**config.mk**
```make
export PLATFORM = sky130hd
export DESIGN_NAME = dmem_arbiter_flat
export DESIGN_NICKNAME = d
export VERILOG_FILES = /design/src/rtl/dmem_arbiter_if.sv /design/src/rtl/dmem_arbiter.sv /design/src/flat_wrapper.sv
export SDC_FILE = /design/constraint.sdc
export NUM_CORES = 1
export LEC_CHECK = 0
export CAP_MARGIN = 40
export CORE_AREA = 2 2 129 131
export CTS_CLUSTER_SIZE = 16
export DETAILED_ROUTE_END_ITERATION = 10
export DIE_AREA = 0 0 131 133
export PLACE_DENSITY = 0.48
export SYNTH_ARGS = -nofsm -noshare
export SYNTH_HDL_FRONTEND = slang
export SYNTH_SLANG_ARGS = --single-unit
export TNS_END_PERCENT = 100
```
**constraint.sdc**
```tcl
create_clock -name clk -period 2.25 [get_ports clk]
set_input_delay 0.225 -clock clk [delete_from_list [all_inputs] [get_ports clk]]
set_output_delay 0.225 -clock clk [all_outputs]
set_load 0.02 [all_outputs]
```
**src/rtl/dmem_arbiter_if.sv**
```systemverilog
// dmem_arbiter_if: one memory-access bus (requester <-> owner of memory).
// master drives req/we/addr/wdata and sees rdata/gnt/stall; slave is the reverse.
interface dmem_arbiter_if #(
    parameter int ADDR_W = 32,
    parameter int DATA_W = 32
);
    logic              req;
    logic              we;
    logic [ADDR_W-1:0] addr;
    logic [DATA_W-1:0] wdata;
    logic [DATA_W-1:0] rdata;
    logic              gnt;
    logic              stall;

    modport master (
        output req, we, addr, wdata,
        input  rdata, gnt, stall
    );

    modport slave (
        input  req, we, addr, wdata,
        output rdata, gnt, stall
    );
endinterface

```
**src/rtl/dmem_arbiter.sv**
```systemverilog
// dmem_arbiter: shares the single-port data memory between the CPU (port c)
// and a DMA/debug loader (port d). Registered owner, parks on CPU, and
// bounds how long one owner may hold memory while the other waits.
// Ports: clk, reset (async, active-high);
//   c   (slave)  : CPU bus, c.stall = c.req & ~c.gnt, c.rdata = mem.rdata
//   d   (slave)  : DMA bus, d.gnt = DMA owns memory this cycle
//   mem (master) : to dataMemory; mem.we is the memory write enable,
//                  mem.rdata is a combinational read
//   conflicts, c_stalls : statistics counters
// Optional feature macro DMEM_ARB_STATS_EN: when defined, conflicts and
// c_stalls are saturating counters; otherwise they are tied to zero.
module dmem_arbiter #(
    parameter int ADDR_W   = 32,
    parameter int DATA_W   = 32,
    parameter int MAX_HOLD = 4,
    parameter int CNT_W    = 16
) (
    input  logic             clk,
    input  logic             reset,
    dmem_arbiter_if.slave    c,
    dmem_arbiter_if.slave    d,
    dmem_arbiter_if.master   mem,
    output logic [CNT_W-1:0] conflicts,
    output logic [CNT_W-1:0] c_stalls
);

    localparam int HC_W = $clog2(MAX_HOLD) + 1;

    localparam logic [0:0] OWN_C = 1'b0;
    localparam logic [0:0] OWN_D = 1'b1;

    localparam logic [HC_W-1:0] HOLD_LAST = HC_W'(MAX_HOLD - 1);

    logic [0:0]      owner;
    logic [0:0]      owner_nxt;
    logic [HC_W-1:0] hcnt;
    logic [HC_W-1:0] hcnt_nxt;

    logic c_gnt;
    logic d_gnt;
    logic own_req;
    logic own_we;
    logic oth_req;

    assign c_gnt = (owner == OWN_C);
    assign d_gnt = (owner == OWN_D);

    assign own_req = d_gnt ? d.req : c.req;
    assign own_we  = d_gnt ? d.we  : c.we;
    assign oth_req = d_gnt ? c.req : d.req;

    // Gate with reset so an in-flight write is cut off combinationally,
    // independent of what the CPU port is presenting at that instant.
    assign mem.req   = ~reset & own_req;
    assign mem.we    = ~reset & own_req & own_we;
    assign mem.addr  = d_gnt ? d.addr  : c.addr;
    assign mem.wdata = d_gnt ? d.wdata : c.wdata;

    assign c.rdata = mem.rdata;
    assign d.rdata = mem.rdata;

    assign c.gnt   = c_gnt;
    assign c.stall = c.req & ~c_gnt;
    assign d.gnt   = d_gnt;
    assign d.stall = d.req & ~d_gnt;

    always_comb begin
        owner_nxt = owner;
        hcnt_nxt  = '0;
        unique case ({own_req, oth_req})
            2'b01: owner_nxt = ~owner;
            2'b11: begin
                // contested: preempt once the owner used its hold budget
                if (hcnt == HOLD_LAST) begin
                    owner_nxt = ~owner;
                end else begin
                    hcnt_nxt = hcnt + 1'b1;
                end
            end
            2'b10: owner_nxt = owner;
            default: owner_nxt = OWN_C;
        endcase
    end

    always_ff @(posedge clk or posedge reset) begin
        if (reset) begin
            owner <= OWN_C;
            hcnt  <= '0;
        end else begin
            owner <= owner_nxt;
            hcnt  <= hcnt_nxt;
        end
    end

`ifdef DMEM_ARB_STATS_EN
    logic [CNT_W-1:0] conf_q;
    logic [CNT_W-1:0] cst_q;

    always_ff @(posedge clk or posedge reset) begin
        if (reset) begin
            conf_q <= '0;
            cst_q  <= '0;
        end else begin
            if (c.req && d.req && (conf_q != '1)) begin
                conf_q <= conf_q + 1'b1;
            end
            if (c.stall && (cst_q != '1)) begin
                cst_q <= cst_q + 1'b1;
            end
        end
    end

    assign conflicts = conf_q;
    assign c_stalls  = cst_q;
`else
    assign conflicts = '0;
    assign c_stalls  = '0;
`endif

endmodule

```
**src/flat_wrapper.sv**
```systemverilog
// flat-port wrapper written by rule: the top's interface ports become plain ports
module dmem_arbiter_flat 
#(
    parameter int ADDR_W   = 32,
    parameter int DATA_W   = 32,
    parameter int MAX_HOLD = 4,
    parameter int CNT_W    = 16
)
  (clk, reset, conflicts, c_stalls, c_req, c_we, c_addr, c_wdata, c_rdata, c_gnt, c_stall, d_req, d_we, d_addr, d_wdata, d_rdata, d_gnt, d_stall, mem_req, mem_we, mem_addr, mem_wdata, mem_rdata, mem_gnt, mem_stall);
  dmem_arbiter_if #(.ADDR_W(ADDR_W), .DATA_W(DATA_W)) c_i ();
  dmem_arbiter_if #(.ADDR_W(ADDR_W), .DATA_W(DATA_W)) d_i ();
  dmem_arbiter_if #(.ADDR_W(ADDR_W), .DATA_W(DATA_W)) mem_i ();
  input  logic clk;
  input  logic reset;
  output logic [CNT_W-1:0] conflicts;
  output logic [CNT_W-1:0] c_stalls;
  input wire logic [$bits(c_i.req)-1:0] c_req;
  input wire logic [$bits(c_i.we)-1:0] c_we;
  input wire logic [$bits(c_i.addr)-1:0] c_addr;
  input wire logic [$bits(c_i.wdata)-1:0] c_wdata;
  output wire logic [$bits(c_i.rdata)-1:0] c_rdata;
  output wire logic [$bits(c_i.gnt)-1:0] c_gnt;
  output wire logic [$bits(c_i.stall)-1:0] c_stall;
  input wire logic [$bits(d_i.req)-1:0] d_req;
  input wire logic [$bits(d_i.we)-1:0] d_we;
  input wire logic [$bits(d_i.addr)-1:0] d_addr;
  input wire logic [$bits(d_i.wdata)-1:0] d_wdata;
  output wire logic [$bits(d_i.rdata)-1:0] d_rdata;
  output wire logic [$bits(d_i.gnt)-1:0] d_gnt;
  output wire logic [$bits(d_i.stall)-1:0] d_stall;
  output wire logic [$bits(mem_i.req)-1:0] mem_req;
  output wire logic [$bits(mem_i.we)-1:0] mem_we;
  output wire logic [$bits(mem_i.addr)-1:0] mem_addr;
  output wire logic [$bits(mem_i.wdata)-1:0] mem_wdata;
  input wire logic [$bits(mem_i.rdata)-1:0] mem_rdata;
  input wire logic [$bits(mem_i.gnt)-1:0] mem_gnt;
  input wire logic [$bits(mem_i.stall)-1:0] mem_stall;
  assign c_i.req = c_req;
  assign c_i.we = c_we;
  assign c_i.addr = c_addr;
  assign c_i.wdata = c_wdata;
  assign c_rdata = c_i.rdata;
  assign c_gnt = c_i.gnt;
  assign c_stall = c_i.stall;
  assign d_i.req = d_req;
  assign d_i.we = d_we;
  assign d_i.addr = d_addr;
  assign d_i.wdata = d_wdata;
  assign d_rdata = d_i.rdata;
  assign d_gnt = d_i.gnt;
  assign d_stall = d_i.stall;
  assign mem_req = mem_i.req;
  assign mem_we = mem_i.we;
  assign mem_addr = mem_i.addr;
  assign mem_wdata = mem_i.wdata;
  assign mem_i.rdata = mem_rdata;
  assign mem_i.gnt = mem_gnt;
  assign mem_i.stall = mem_stall;
  dmem_arbiter #(.ADDR_W(ADDR_W), .DATA_W(DATA_W), .MAX_HOLD(MAX_HOLD), .CNT_W(CNT_W)) u_core (.clk(clk), .reset(reset), .c(c_i), .d(d_i), .mem(mem_i), .conflicts(conflicts), .c_stalls(c_stalls));
endmodule
```
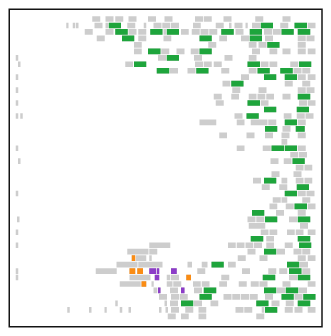
(run_1/logic_types.png)
colour	family	cells
green	mux cells	64
purple	nand cells	6
orange	nor cells	5
most common cell after layout, fill and taps aside: clkdlybuf4s50_1
Cell Count, Final, Fillers Out: 553
logic share of the area: 0.313

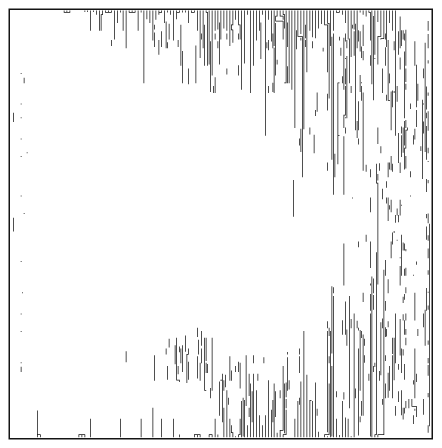
(run_1/layer_met2.png)
longest straight run	62.7 um
main direction	vertical
share of all routed wire	47%
wire length on this layer	3790 um
global-route met2 utilization: 0.139
total vias in the final route: 1721
Total Routed Length: 8060 um

==> results.cfg, run 1 <==
; synthesis and place-and-route metrics
[timing]
achievable-frequency_mhz = 470
rsz0062_at_grt = no

[die]
die-width_um = 131
core_area_um2 = 16200
vertical_extent_of_the_die_um = 133

[worst_setup_path]
startpoint_of_the_worst_slack_reg_to_reg_timing_path = u_core.d.gnt
worst_ep_arrival_time_ps = 1900
worst_ep_required_time_ps = 2030
path_max_fanout = 18
timing.critical_path.max_delay_family = buffers and inverters
cp_slowest_cell = clkdlybuf4s50_1

[detailed_routing]
post_detailed_route_drc_marker_count = 0
post_drt_via_cell_ratio = 3.11
final_antenna_net_count = 0
first_iter_violations = 48
detail_route.first_pass.iterations = 4

[clock_tree]
gates_resized_cts_repair = 0
tritoncts.num_buffers = 3
numClockSinks = 4
hold_buffers = 0

[synth]
synth-area-yosys_um2 = 1990
synthesis.area_per_instance_um2 = 10.4
synth_sequential_area_ratio = 0.0504
synth-seq-cells = 4
yosys.cell_types.count = 19

[power]
comb_power_share = 0.714
power_sequential_mw = 0.0848
largestPowerGroup = combinational logic
netSwitchingFraction = 0.327
pd_cells_nw_per_um2 = 341
netSwitchingPower_mw = 0.422

[cells_and_area]
finish.instance_area_um2 = 3780
final.fill_count = 1739
mi_logic_area_um2 = 1180
layout-drive-gt1-share = 0.228

[worst_hold_path]
worstHoldPathType = in -> async

[place]
numPlacedInstances = 545
place_ws_ps = 269

[global_route]
grt_start_max_net_pins = 19

[outcome]
outcome = complete, no violations
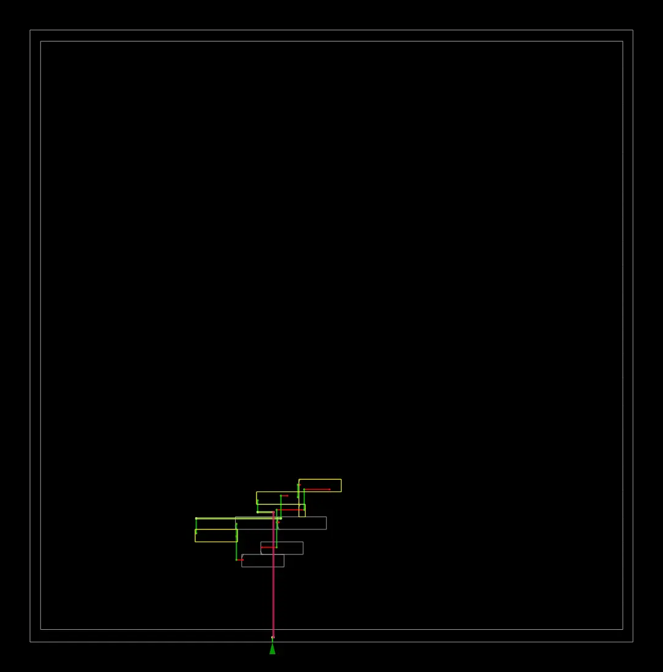
(run_1/clocks.png)
clock latency on the worst-skew pair: 220 ps
count of clock buffers in the final design: 4
worst setup skew after layout: 5.71 ps
clock distribution power: 0.283 mW

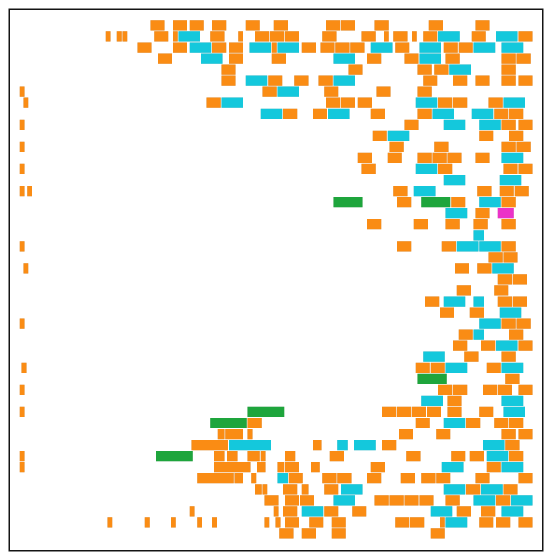
(run_1/sizes.png)
colour	size	cells	share
cyan	_3 and _4 cells	69	21%
magenta	_2 cells	1	0.30%
orange	_0 and _1 cells	257	77%
green	_6 and larger	6	1.8%
Worst Slack Setup Final: 122 ps
Syn-to-layout area delta: 90.3%

==> run 1: sequential cells by signal (all words and copies together) (netlist names) <==
name,flops
u_core.hcnt,3
u_core.d.gnt,1
==> run 1: worst register-to-register path, delay by kind of cell (launching register included) <==
family             cells  cell delay [ps]
DFF                    1              570
and+or+nand+nor        1              210
AOI/OAI and AO/OA      1              210
==> run 1: layout make-up <==
cell class / count / area share
Multi-Input combinational cell: 112 / 0.313
Inverter: 2 / 0.00199
Sequential cell: 4 / 0.0275
Clock buffer: 4 / 0.0209
Tap cell: 220 / 0.0728
Timing Repair Buffer: 211 / 0.564
==> run 1: cells in the mapped netlist, types with 2 or more instances <==
master and number:
buf_4 96, dfrtp_1 4, a21oi_1 2, mux2_4 63
nor2b_1 2, nand2_1 2, buf_6 8, nor3b_1 2
inv_1 2
==> run 1: logic make-up (layout without fill, tap and decap cells) <==
group                      Yosys count  count (layout)
AOI/OAI and AO/OA                    3               3
adders and majority gates            1               1
buffers and inverters              106             217
DFF                                  4               4
muxes                               64              64
other                                1              32
and+or+nand+nor                     12              12
==> run 1: worst min path at each step <==
stage / startpoint / to / slack [ps]
final: reset / u_core.hcnt[2] / 270
after global routing: reset / u_core.hcnt[2] / 290
after global placement: u_core.hcnt[0] / u_core.hcnt[0] / 430
after floorplan: reset / u_core.d.gnt / -9
after detailed placement: u_core.hcnt[0] / u_core.hcnt[0] / 440
after CTS: reset / u_core.d.gnt / 270
==> run 1: layer usage <==
metal | routed length [um] | share of wire | vias to the layer above | GRT usage
li1 | - | - | 796 | -
met1 | 3060 | 0.38 | 772 | 0.0942
met2 | 3790 | 0.47 | 143 | 0.139
met3 | 1170 | 0.15 | 10 | 0.0275
met4 | 42 | 0.0052 | 0 | 0.0142
met5 | 0 | 0 | - | 0
==> run_1/placement_by_type.png <==
The bar under the picture is 50 um long. Fill, decap, tap and diode cells in grey.
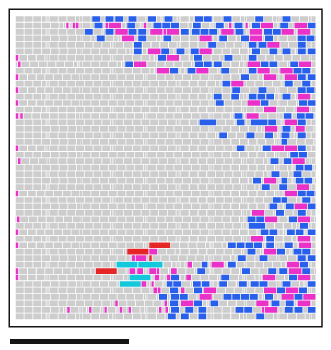

## Run 2: what changed since run 1
--- a/config.mk
+++ b/config.mk
@@ -5,12 +5,13 @@
 export SDC_FILE = /design/constraint.sdc
 export NUM_CORES = 1
 export LEC_CHECK = 0
+export ABC_AREA = 1
 export CAP_MARGIN = 40
-export CORE_AREA = 2 2 129 131
+export CORE_AREA = 2 2 130 132
 export CTS_CLUSTER_SIZE = 16
 export DETAILED_ROUTE_END_ITERATION = 10
-export DIE_AREA = 0 0 131 133
-export PLACE_DENSITY = 0.48
+export DIE_AREA = 0 0 132 134
+export PLACE_DENSITY = 0.46
 export SYNTH_ARGS = -nofsm -noshare
 export SYNTH_HDL_FRONTEND = slang
 export SYNTH_SLANG_ARGS = --single-unit
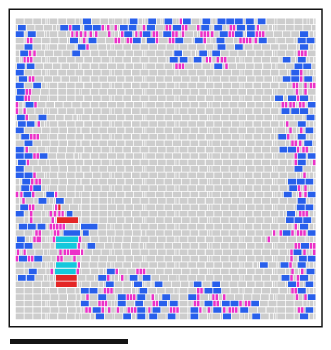
(run_2/placement_by_type.png)
The bar under the picture is 50 um long. Fill, decap, tap and diode cells in grey.
colour	class	cells
magenta	combinational and other logic	256
blue	remaining buffers and delay cells	207
red	clock drivers and dummy loads	4
cyan	sequential cells	4
placeable core area: 16300 um2
standard-cell rows: 47

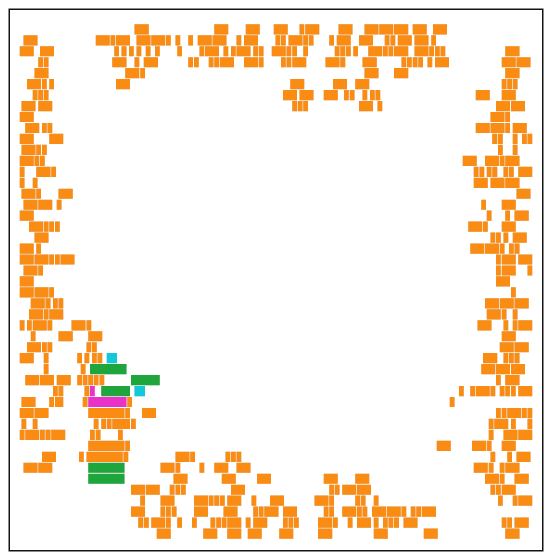
(run_2/sizes.png)
colour	size	cells	share
cyan	_3 and _4 cells	2	0.42%
orange	_0 and _1 cells	462	98%
magenta	_2 cells	2	0.42%
green	_6 and larger	5	1.1%
final standard cell area without fillers: 3510 um2
Syn-to-layout area delta: 92.7%
Worst Slack Setup Final: 185 ps
number of non-clock buffers in the layout: 207

==> results.cfg, run 2 <==
; synthesis and place-and-route metrics
[outcome]
outcome = complete, no violations

[synth]
synth-seq-cells = 4
yosys.cell_types.count = 11
synth_sequential_area_ratio = 0.0549
yosysMostFrequentCell = nand2_1

[power]
p_clk_mw = 0.289
comb_power_share = 0.698
pd_cells_nw_per_um2 = 348
netSwitchingPower_mw = 0.461

[detailed_routing]
first_iter_violations = 63
final_antenna_net_count = 0
post_drt_via_cell_ratio = 3.29
routed_wl_um = 7100
detail_route.first_pass.iterations = 4

[worst_setup_path]
path_max_fanout = 35
cp_slowest_cell = clkdlybuf4s50_1

[cells_and_area]
largest_reg_flops = 3
mi_logic_area_um2 = 942
largest_register = u_core.hcnt

[place]
place_ws_ps = 360

[global_route]
grt_start_max_net_pins = 36

[timing]
achievable-frequency_mhz = 484

[clock_tree]
tritoncts.num_buffers = 3
clock_latency_on_the_worst_skew_pair_ps = 230
gates_resized_cts_repair = 0

[worst_hold_path]
worstHoldPathType = in -> async
[run 2: worst paths after layout]
kind / from / to / slack, ps / cells after the start
max in group asynchronous: reset / u_core.d.gnt / 1880 / 2
max: u_core.d.gnt / mem_wdata[14] / 190 / 4
min reg2reg: u_core.hcnt[2] / u_core.hcnt[2] / 520 / 2
min in group clk: mem_rdata[20] / c_rdata[20] / 450 / 0
min: reset / u_core.hcnt[1] / 190 / 2
max reg2reg: u_core.d.gnt / u_core.hcnt[0] / 1070 / 6
[run 2: layer usage]
layer / global-route usage / wire length (um) / up-vias
li1: - / - / 1133
met1: 0.0659 / 2390 / 942
met2: 0.139 / 3580 / 166
met3: 0.0268 / 916 / 31
met4: 0.0302 / 216 / 0
met5: 0 / 0 / -
[run 2: final cells by class]
type	count	share of cell area
Timing Repair Buffer	207	0.594
Inverter	8	0.00854
Multi-Input combinational cell	248	0.268
Sequential cell	4	0.0288
Clock buffer	4	0.0224
Tap cell	220	0.0783
[run 2: kinds of logic (layout without fill, tap and decap cells)]
kind of cell               Yosys count  after routing  share of synthesized area
DFF                                  4              4                     0.0549
adders and majority gates            1              1                    0.00686
buffers and inverters              118            219                      0.492
other                                1             32                    0.00206
and+or+nand+nor                    215            215                      0.444
[run 2: metrics by stage]
step                      hold slack (ps)   util  std cells  power (mW)  instance area, um2
after floorplan                    -0.603      -        370       0.668                1940
after global placement                440  0.211        687       0.937                3440
after CTS                             205  0.216        691        1.23                3510
after detailed placement              443  0.211        687       0.939                3440
after global routing                  213  0.216        691        1.30                3510
final                                 194  0.216        691        1.22                3510
[run 2: worst reg2reg max path: stages (launching register included)]
cell	delay, ps
dfrtp_2	450
inv_2	140
buf_12	190
nand2_1	90
nand2_1	70
nand2_1	80
nor2_1	90
==> run_2/clocks.png <==
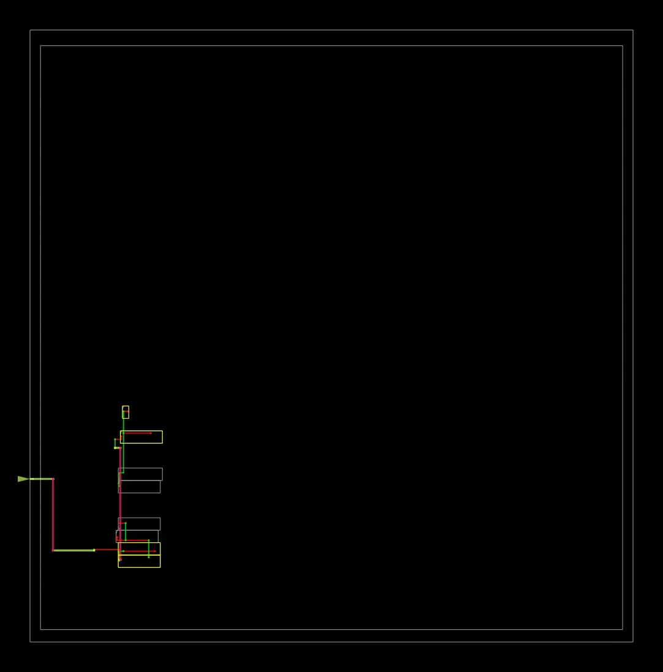

## Run 3: what changed since run 2
==> constraint.sdc (replaced) <==
create_clock -name clk -period 2.25 [get_ports clk]
set_input_delay 0.5625 -clock clk [delete_from_list [all_inputs] [get_ports clk]]
set_output_delay 0.5625 -clock clk [all_outputs]
set_load 0.02 [all_outputs]
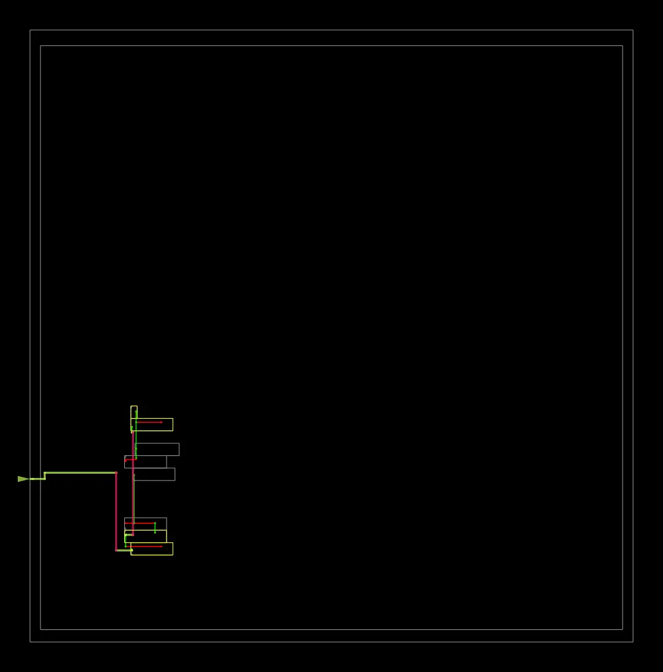
(run_3/clocks.png)
clock latency on the worst-skew pair: 230 ps
sequential cell count of the final layout: 4
worst setup skew after layout: 2.17 ps

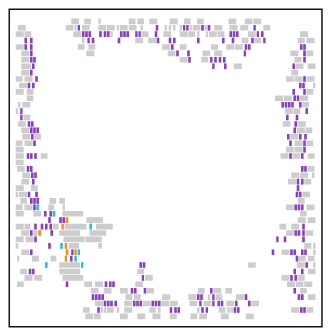
(run_3/logic_types.png)
colour	family	cells	where
orange	nor cells	7	south-west
cyan	inv cells	8	south-west
purple	nand cells	207	widely spread

==> results.cfg, run 3 <==
; synthesis and place-and-route metrics
[outcome]
outcome = complete, no violations

[synth]
logic_family = buffers and inverters
yosys.cell_types.count = 11
synth_compound_gate_area_share = 0
ys_top_cells_by_count = 207 x nand2_1, 97 x buf_4, 12 x buf_6, 7 x inv_1, 7 x nor2_1
synth-area-yosys_um2 = 1820
post_synth_xor_area_fraction = 0
synth-seq-cells = 4
yosysMostFrequentCell = nand2_1

[power]
comb_power_share = 0.683
pd_cells_nw_per_um2 = 330
report.power.total_mw = 1.15

[worst_setup_path]
worst_ep_required_time_ps = 1690
worst_ep_arrival_time_ps = 1540
path_max_fanout = 35
r2r_end = u_core.hcnt[1]
r2r_slack_ps = 960
number_of_cells_traversed_by_the_worst_register_to_register_path = 7

[cells_and_area]
final.fill_count = 1878
layout.cells.most_common = nand2_1
mi_logic_area_um2 = 942
largest_register = u_core.hcnt
layout-drive-gt1-share = 0.0316

[die]
die-width_um = 132
core_area_um2 = 16300
fp-row-count = 47

[clock_tree]
numClockSinks = 4
tritoncts.num_buffers = 3

[detailed_routing]
final_antenna_net_count = 0
routed_wl_um = 7120
detail_route.first_pass.iterations = 4
first_iter_violations = 40

[timing]
fin_worst_hold_slack_ps = 518
achievable-frequency_mhz = 476

[global_route]
grt_start_max_net_pins = 36
## run 3: cell counts after synthesis
No cell type changed its count.
## run 3: cells by family (layout without fill, tap and decap cells)
family        count (synthesis)  after routing
simple gates                215            215
buf+inv                     118            223
flops                         4              4
fa+ha+maj                     1              1
other cells                   1             32
## run 3: final cells by class
type,instances,area share
timing repair buffer,211,0.590
multi-input combinational,248,0.271
tap,220,0.0791
sequential,4,0.0291
clock buffer,4,0.0226
inverter,8,0.00862
## run 3: worst max path at each step
stage	depth (start not counted)	slack (ps)	to
floorplan	5	610	mem_we
global placement	6	-330	mem_we
detailed placement	6	-300	mem_req
CTS	6	0.8	mem_req
global route	6	20	mem_we
finish	5	150	mem_addr[18]
## run 3: layer usage
layer / track usage / part of all wire
met1: 0.0716 / 0.34
met4: 0.0290 / 0.030
met2: 0.136 / 0.51
met5: 0 / 0
met3: 0.0272 / 0.13
## run 3: per-stage QoR
step	worst slack (ps)	cell area, um2	utilization
finish	150	3480	0.214
global route	16.2	3480	0.214
CTS	0.758	3490	0.214
detailed placement	-300	3490	0.214
global placement	-332	3490	0.214
floorplan	605	1940	-
## run 3: worst max-delay path, stage by stage, from the launching register on
cell and delay, ps:
dfrtp_2 440, inv_2 140, buf_12 200, nand2_1 110, nand2_1 70, dlygate4sd2_1 320
## run 3: power groups by stage
stage	logic [mW]	clock network [mW]	registers (mW)
detailed placement	0.873	0	0.0807
global route	0.847	0.298	0.0804
global placement	0.871	0	0.0804
CTS	0.795	0.291	0.0798
floorplan	0.587	0	0.0809
finish	0.785	0.285	0.0798
Power and IR drop assume default switching activity.
